==> src/rtl/game_sequencer_pkg.sv <==
// Shared game definitions: state encoding, game timing constants, spawn periods.
package game_sequencer_pkg;

   typedef enum logic [1:0] {
      IDLE  = 2'd0,
      READY = 2'd1,
      PLAY  = 2'd2,
      DONE  = 2'd3
   } game_state_t;

   localparam int MAX_GAMETIME = 60;
   localparam int READY_SECS   = 3;

   // Seconds between spawns, indexed by difficulty (3 aliases hard)
   localparam logic [3:0][2:0] SPAWN_PERIOD = {3'd1, 3'd1, 3'd3, 3'd5};

   function automatic logic [5:0] clamp_gametime(input logic [5:0] gt);
      logic [5:0] r;
      if (gt == 6'd0)
         r = 6'd1;
      else if (gt > 6'(MAX_GAMETIME))
         r = 6'(MAX_GAMETIME);
      else
         r = gt;
      return r;
   endfunction

endpackage

==> src/rtl/game_sequencer_if.sv <==
// Control/status bundle between the game front panel and the sequencer.
interface game_sequencer_if;
   import game_sequencer_pkg::*;

   logic        start_pulse;
   logic        abort;
   logic [5:0]  gametime;
   logic [1:0]  difficulty;
   game_state_t state;
   logic        gamestart;
   logic        gameend;
   logic [5:0]  timeleft;
   logic        spawn;
   logic        clear_score;

   modport master (
      output start_pulse, abort, gametime, difficulty,
      input  state, gamestart, gameend, timeleft, spawn, clear_score
   );

   modport slave (
      input  start_pulse, abort, gametime, difficulty,
      output state, gamestart, gameend, timeleft, spawn, clear_score
   );

endinterface

==> src/rtl/game_sequencer_sec_prescaler.sv <==
// Game-second prescaler: sec_tick is high on the last count of each second.
// Combinational tick from registered count; restart zeroes the count on the next edge.
module sec_prescaler #(
   parameter int TICKS_PER_SEC = 100000000
) (
   input  logic CLK100MHZ,
   input  logic RST_BTN,
   input  logic restart,
   output logic sec_tick
);

   localparam int CW = (TICKS_PER_SEC > 1) ? $clog2(TICKS_PER_SEC) : 1;
   localparam logic [CW-1:0] LAST = CW'(TICKS_PER_SEC - 1);

   logic [CW-1:0] cnt;

   assign sec_tick = (cnt == LAST);

   always_ff @(posedge CLK100MHZ or posedge RST_BTN) begin
      if (RST_BTN)
         cnt <= '0;
      else if (restart || sec_tick)
         cnt <= '0;
      else
         cnt <= cnt + 1'b1;
   end

endmodule

==> src/rtl/game_sequencer.sv <==
// Whack-a-mole game sequencer: IDLE -> READY countdown -> PLAY (timed, spawns) -> DONE.
// All outputs registered, one cycle after the causing input or sec_tick; no backpressure.
module game_sequencer
   import game_sequencer_pkg::*;
#(
   parameter int TICKS_PER_SEC = 100000000
) (
   input  logic            CLK100MHZ,
   input  logic            RST_BTN,
   game_sequencer_if.slave gs
);

   game_state_t state_q, state_d;
   logic [5:0]  timeleft_q, timeleft_d;
   logic [5:0]  gt_lat_q, gt_lat_d;
   logic [1:0]  diff_lat_q, diff_lat_d;
   logic [2:0]  spawn_cnt_q, spawn_cnt_d;
   logic        spawn_q, spawn_d;
   logic        clear_q, clear_d;
   logic        gamestart_q, gameend_q;
   logic        sec_tick;
   logic        presc_restart;
   logic [2:0]  period;

   assign period        = SPAWN_PERIOD[diff_lat_q];
   assign presc_restart = (state_d != state_q);

   sec_prescaler #(.TICKS_PER_SEC(TICKS_PER_SEC)) u_sec_prescaler (
      .CLK100MHZ (CLK100MHZ),
      .RST_BTN   (RST_BTN),
      .restart   (presc_restart),
      .sec_tick  (sec_tick)
   );

   always_comb begin
      state_d     = state_q;
      timeleft_d  = timeleft_q;
      gt_lat_d    = gt_lat_q;
      diff_lat_d  = diff_lat_q;
      spawn_cnt_d = spawn_cnt_q;
      spawn_d     = 1'b0;
      clear_d     = 1'b0;
      case (state_q)
         IDLE, DONE: begin
            if (gs.start_pulse) begin
               state_d    = READY;
               gt_lat_d   = clamp_gametime(gs.gametime);
               diff_lat_d = gs.difficulty;
               timeleft_d = 6'(READY_SECS);
               clear_d    = 1'b1;
            end
         end
         READY: begin
            if (sec_tick) begin
               if (timeleft_q == 6'd1) begin
                  state_d     = PLAY;
                  timeleft_d  = gt_lat_q;
                  spawn_d     = 1'b1;
                  spawn_cnt_d = '0;
               end else begin
                  timeleft_d = timeleft_q - 6'd1;
               end
            end
         end
         PLAY: begin
            // Abort wins over a coincident tick, so timeleft freezes at its current value
            if (gs.abort) begin
               state_d = DONE;
            end else if (sec_tick) begin
               timeleft_d = timeleft_q - 6'd1;
               if (timeleft_q == 6'd1) begin
                  state_d = DONE;
               end else if (spawn_cnt_q + 3'd1 == period) begin
                  spawn_d     = 1'b1;
                  spawn_cnt_d = '0;
               end else begin
                  spawn_cnt_d = spawn_cnt_q + 3'd1;
               end
            end
         end
         default: ;
      endcase
   end

   always_ff @(posedge CLK100MHZ or posedge RST_BTN) begin
      if (RST_BTN) begin
         state_q     <= IDLE;
         timeleft_q  <= '0;
         gt_lat_q    <= '0;
         diff_lat_q  <= '0;
         spawn_cnt_q <= '0;
         spawn_q     <= 1'b0;
         clear_q     <= 1'b0;
         gamestart_q <= 1'b0;
         gameend_q   <= 1'b0;
      end else begin
         state_q     <= state_d;
         timeleft_q  <= timeleft_d;
         gt_lat_q    <= gt_lat_d;
         diff_lat_q  <= diff_lat_d;
         spawn_cnt_q <= spawn_cnt_d;
         spawn_q     <= spawn_d;
         clear_q     <= clear_d;
         gamestart_q <= (state_d == PLAY);
         gameend_q   <= (state_d == DONE);
      end
   end

   assign gs.state       = state_q;
   assign gs.timeleft    = timeleft_q;
   assign gs.spawn       = spawn_q;
   assign gs.clear_score = clear_q;
   assign gs.gamestart   = gamestart_q;
   assign gs.gameend     = gameend_q;

endmodule

==> src/flat_wrapper.sv <==
// flat-port wrapper written by rule: the top's interface ports become plain ports
module game_sequencer_flat import game_sequencer_pkg::*;
#(
   parameter int TICKS_PER_SEC = 100000000
)
  (CLK100MHZ, RST_BTN, gs_start_pulse, gs_abort, gs_gametime, gs_difficulty, gs_state, gs_gamestart, gs_gameend, gs_timeleft, gs_spawn, gs_clear_score);
  game_sequencer_if gs_i ();
  input  logic CLK100MHZ;
  input  logic RST_BTN;
  input wire logic [$bits(gs_i.start_pulse)-1:0] gs_start_pulse;
  input wire logic [$bits(gs_i.abort)-1:0] gs_abort;
  input wire logic [$bits(gs_i.gametime)-1:0] gs_gametime;
  input wire logic [$bits(gs_i.difficulty)-1:0] gs_difficulty;
  output wire logic [$bits(gs_i.state)-1:0] gs_state;
  output wire logic [$bits(gs_i.gamestart)-1:0] gs_gamestart;
  output wire logic [$bits(gs_i.gameend)-1:0] gs_gameend;
  output wire logic [$bits(gs_i.timeleft)-1:0] gs_timeleft;
  output wire logic [$bits(gs_i.spawn)-1:0] gs_spawn;
  output wire logic [$bits(gs_i.clear_score)-1:0] gs_clear_score;
  assign gs_i.start_pulse = gs_start_pulse;
  assign gs_i.abort = gs_abort;
  assign gs_i.gametime = gs_gametime;
  assign gs_i.difficulty = gs_difficulty;
  assign gs_state = gs_i.state;
  assign gs_gamestart = gs_i.gamestart;
  assign gs_gameend = gs_i.gameend;
  assign gs_timeleft = gs_i.timeleft;
  assign gs_spawn = gs_i.spawn;
  assign gs_clear_score = gs_i.clear_score;
  game_sequencer #(.TICKS_PER_SEC(TICKS_PER_SEC)) u_core (.CLK100MHZ(CLK100MHZ), .RST_BTN(RST_BTN), .gs(gs_i));
endmodule
==> config.mk <==
export PLATFORM = sky130hd
export DESIGN_NAME = game_sequencer_flat
export DESIGN_NICKNAME = d
export VERILOG_FILES = /design/src/rtl/game_sequencer_pkg.sv /design/src/rtl/game_sequencer_if.sv /design/src/rtl/game_sequencer_sec_prescaler.sv /design/src/rtl/game_sequencer.sv /design/src/flat_wrapper.sv
export SDC_FILE = /design/constraint.sdc
export NUM_CORES = 1
export LEC_CHECK = 0
export ABC_AREA = 1
export CAP_MARGIN = 20
export CORE_MARGIN = 2
export CORE_UTILIZATION = 58
export CTS_CLUSTER_DIAMETER = 200
export DETAILED_ROUTE_END_ITERATION = 6
export PLACE_DENSITY = 0.86
export RECOVER_POWER = 100
export SYNTH_ARGS = -nofsm -noshare
export SYNTH_HDL_FRONTEND = slang
export SYNTH_SLANG_ARGS = --single-unit
==> constraint.sdc <==
create_clock -name CLK100MHZ -period 2.1 [get_ports CLK100MHZ]
set_input_delay 0.42 -clock CLK100MHZ [delete_from_list [all_inputs] [get_ports CLK100MHZ]]
set_output_delay 0.42 -clock CLK100MHZ [all_outputs]
set_load 0.01 [all_outputs]
Fig. 1: wires at chosen ports, followed through buffers
The bar under the picture is 20 um long.
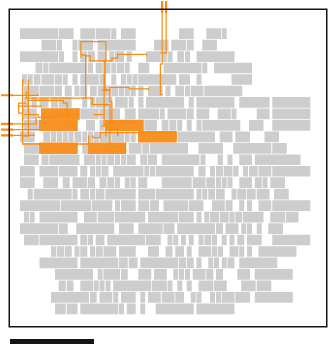
- orange: gs_timeleft (bits 6; direction output; edge 4 left, 2 top; end cells 6; wire 316 um)

Fig. 2: metal layers overlaid
Two of the layers only.
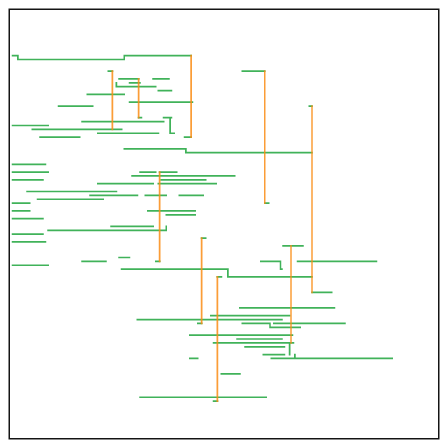
- green: met3 (wire length 604 um)
- orange: met4 (wire length 156 um)

Fig. 3: met2 routing
The bar under the picture is 20 um long.
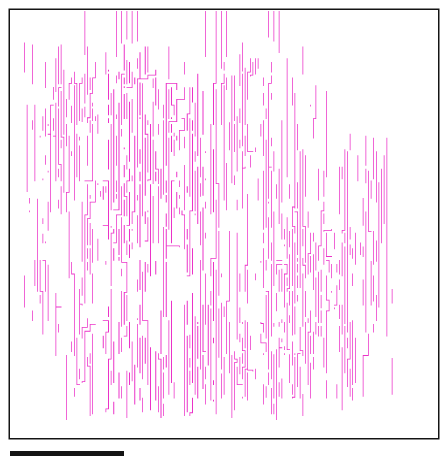
- nets with wire on the layer: 342
- main direction: vertical
- longest straight run: 34.7 um

Fig. 4: sequential cells coloured by netlist name
Other sequential cells in the stronger grey, the rest of the logic in the fainter grey.
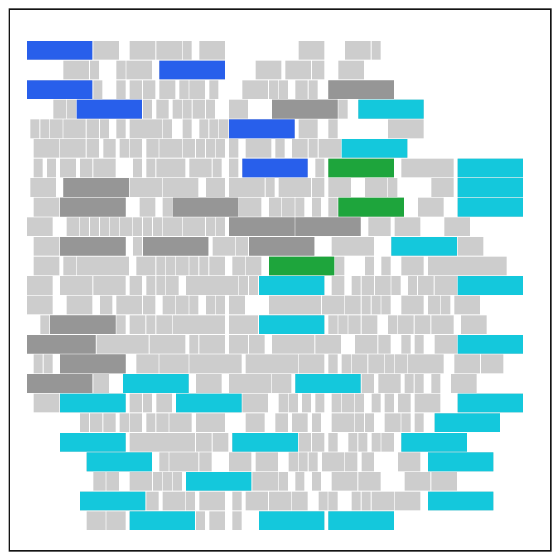
- cyan: u_core.u_sec_prescaler.cnt (sequential cells 27; where widely spread)
- blue: u_core.gt_lat_q (sequential cells 6)
- green: u_core.spawn_cnt_q (sequential cells 3)
- not coloured: 14

==> ci_impl_report.md <==
## Implementation flow summary

| Metric | Value |
|---|---|
| Outcome | finished, final reports clean |
| Top class by area | logic gates |
| Syn Area/Cell | 8.57 um2 |
| Final Core Density | 74.2% |
| RePlAce Congestion | 0.969 |
| Reg2Reg Depth | 10 |
| Met1 Track Usage GR | 35.8% |
| Worst EP required | 2.29 ns |
| Uppermost layer routed | met4 |
| Insertion Delay late pin | 0.31 ns |
| CTS tree | built |
| Clock tree cell share of total cell area | 2.99% |
| Top area cell types | dfrtp_1 (43%), nand2_1 (8.0%), xor2_1 (7.8%), nor3_2 (7.2%), inv_1 (5.4%) |
| DP HPWL | 4870 um |
| Fmax | 490 MHz |
| Max Slew Vio Count | 0 |
| Worst reg2reg path endpoint | u_core.gs.timeleft[0] |
| Cell Area, Synth | 2920 um2 |
| Synth top cell by count | nand2_1 |
| First-pass GRT wire length | 10900 um |
| YS chip area | 2920 um2 |
| Post-CTS Hold Buffers | 0 |
| Registers, synthesis | 50 |
| Post-Syn Instances | 341 |
| Worst hold slack | 0.498 ns |
| WL met3 | 604 um |
| Hold endpoint | u_core.gt_lat_q[3] |
| MI comb area | 1520 um2 |
| Min-Delay Path Class | register to register |
| Ao+oa area frac | 5.82% |
| Pre-antenna DRT Iters | 5 |
| Synth Area in XOR/XNOR | 8.99% |
| Sw Pwr | 2310 uW |
| Pre-Place Util | 61.0% |
| Leakage | 0.00148 uW |
| Met3 GRT Util | 6.69% |
| Max Clock Skew | 0.00745 ns |
| Crit end category | register |
| Area post-placement | 3320 um2 |
| Multiplexer share | 0% |
| Max incr delay on CP | 0.44 ns |
| Post-synth EDFFs | 0 |
| Least-Margin Pin Slew | 0.755 ns |
| TNS Setup | 0 ns |
| Ys flop type | dfrtp_1 |
| Post-synthesis cell type count | 29 |
| Main logic family | simple AND/OR/NAND/NOR gates |
| H-tree depth reported by CTS | 2 |
| Number of max-cap violations | 0 |
| Total setup buffers inserted after CTS | 0 |
| Sink Count | 50 |
| Clkbuf count | 7 |
| Placement row count | 25 |
| Comb power | 3060 uW |
| Cell taking the most area after synthesis | dfrtp_1 |
| Total track usage | 25.7% |
| Non-Filler Instances | 449 |
| Hold Vio Cnt, Final | 0 |
| Met2 WL | 3380 um |
| Worst setup path startpoint | u_core.u_sec_prescaler.cnt[0] |
| Crit path max-delay cell type | dfrtp_1 |
| And+or+nand+nor area frac | 32.4% |
| Number of flip-flops in the largest register | 27 |
| Logic share of the area | 42.7% |
| Top cell excl fill/tap | nand2_1 |
| Tapcell Cnt | 67 |
| Seq. pwr | 1370 uW |
| Clock network fraction of design power | 13.4% |
| Clock-pin slew on the worst setup and hold paths | 0.09 ns |
| Most used cell, CP | nor2_4 |
| Synth Net Count | 359 |
| Non-CTS buffers | 38 |
| Slew margin rel. | 49.6% |
| Initial DRC Count | 315 |
| Power Internal | 2800 uW |
| Setup ws final | 0.0575 ns |
| Layout cell share with drive strength beyond 1 | 16.2% |
| Worst Path Max Fanout | 6 |
| Pwr Total | 5110 uW |
| FF/Latch Area | 1250 um2 |
| Commonest cells post-synth | nand2_1 (62), dfrtp_1 (50), inv_1 (42) |
| Non-clk invs | 44 |
| I/O Pins | 24 |
| Reg-to-Reg Start | u_core.u_sec_prescaler.cnt[0] |
| Path length in cells of the critical path | 10 |
| Power density cells | 1440 nW/um2 |
| Vias per cell | 5.70 |
| NumNets Final | 399 |
| Residual DRC count | 0 |
| R2R Setup Slk | 0.06 ns |
| Initial antenna violation count | 0 |
| Critical Path Source Type | register |
| DP Worst Slack | 0.0345 ns |
| Combinational power share | 59.8% |
| CP top delay family | simple AND/OR/NAND/NOR gates |
| Vias | 2558 |
| Core Area | 4790 um2 |
| Top-area cell type share of the netlist area | 42.8% |
| FILL cells | 326 |
| IO buf count | 23 |
| CTS Buffer Depth | 2 |
| CP Buf/Inv Count | 0 |
| Die Size | 5620 um2 |
| Post_cts resized | 0 |
| Asr flop ratio synth | 100% |
| Mi-comb count | 242 |
| Clock-net power | 687 uW |
| Worst hold path depth | 2 |
| Sequential power share | 26.8% |
| Antenna-violating nets left | 0 |
| DRT Wirelength | 7000 um |
| Top power group | combinational cells |
| Vias in the first global route | 2338 |
| Sw Share | 45.3% |
| Die x size | 75.0 um |
| Biggest register | u_core.u_sec_prescaler.cnt |
Power and IR drop assume default switching activity.
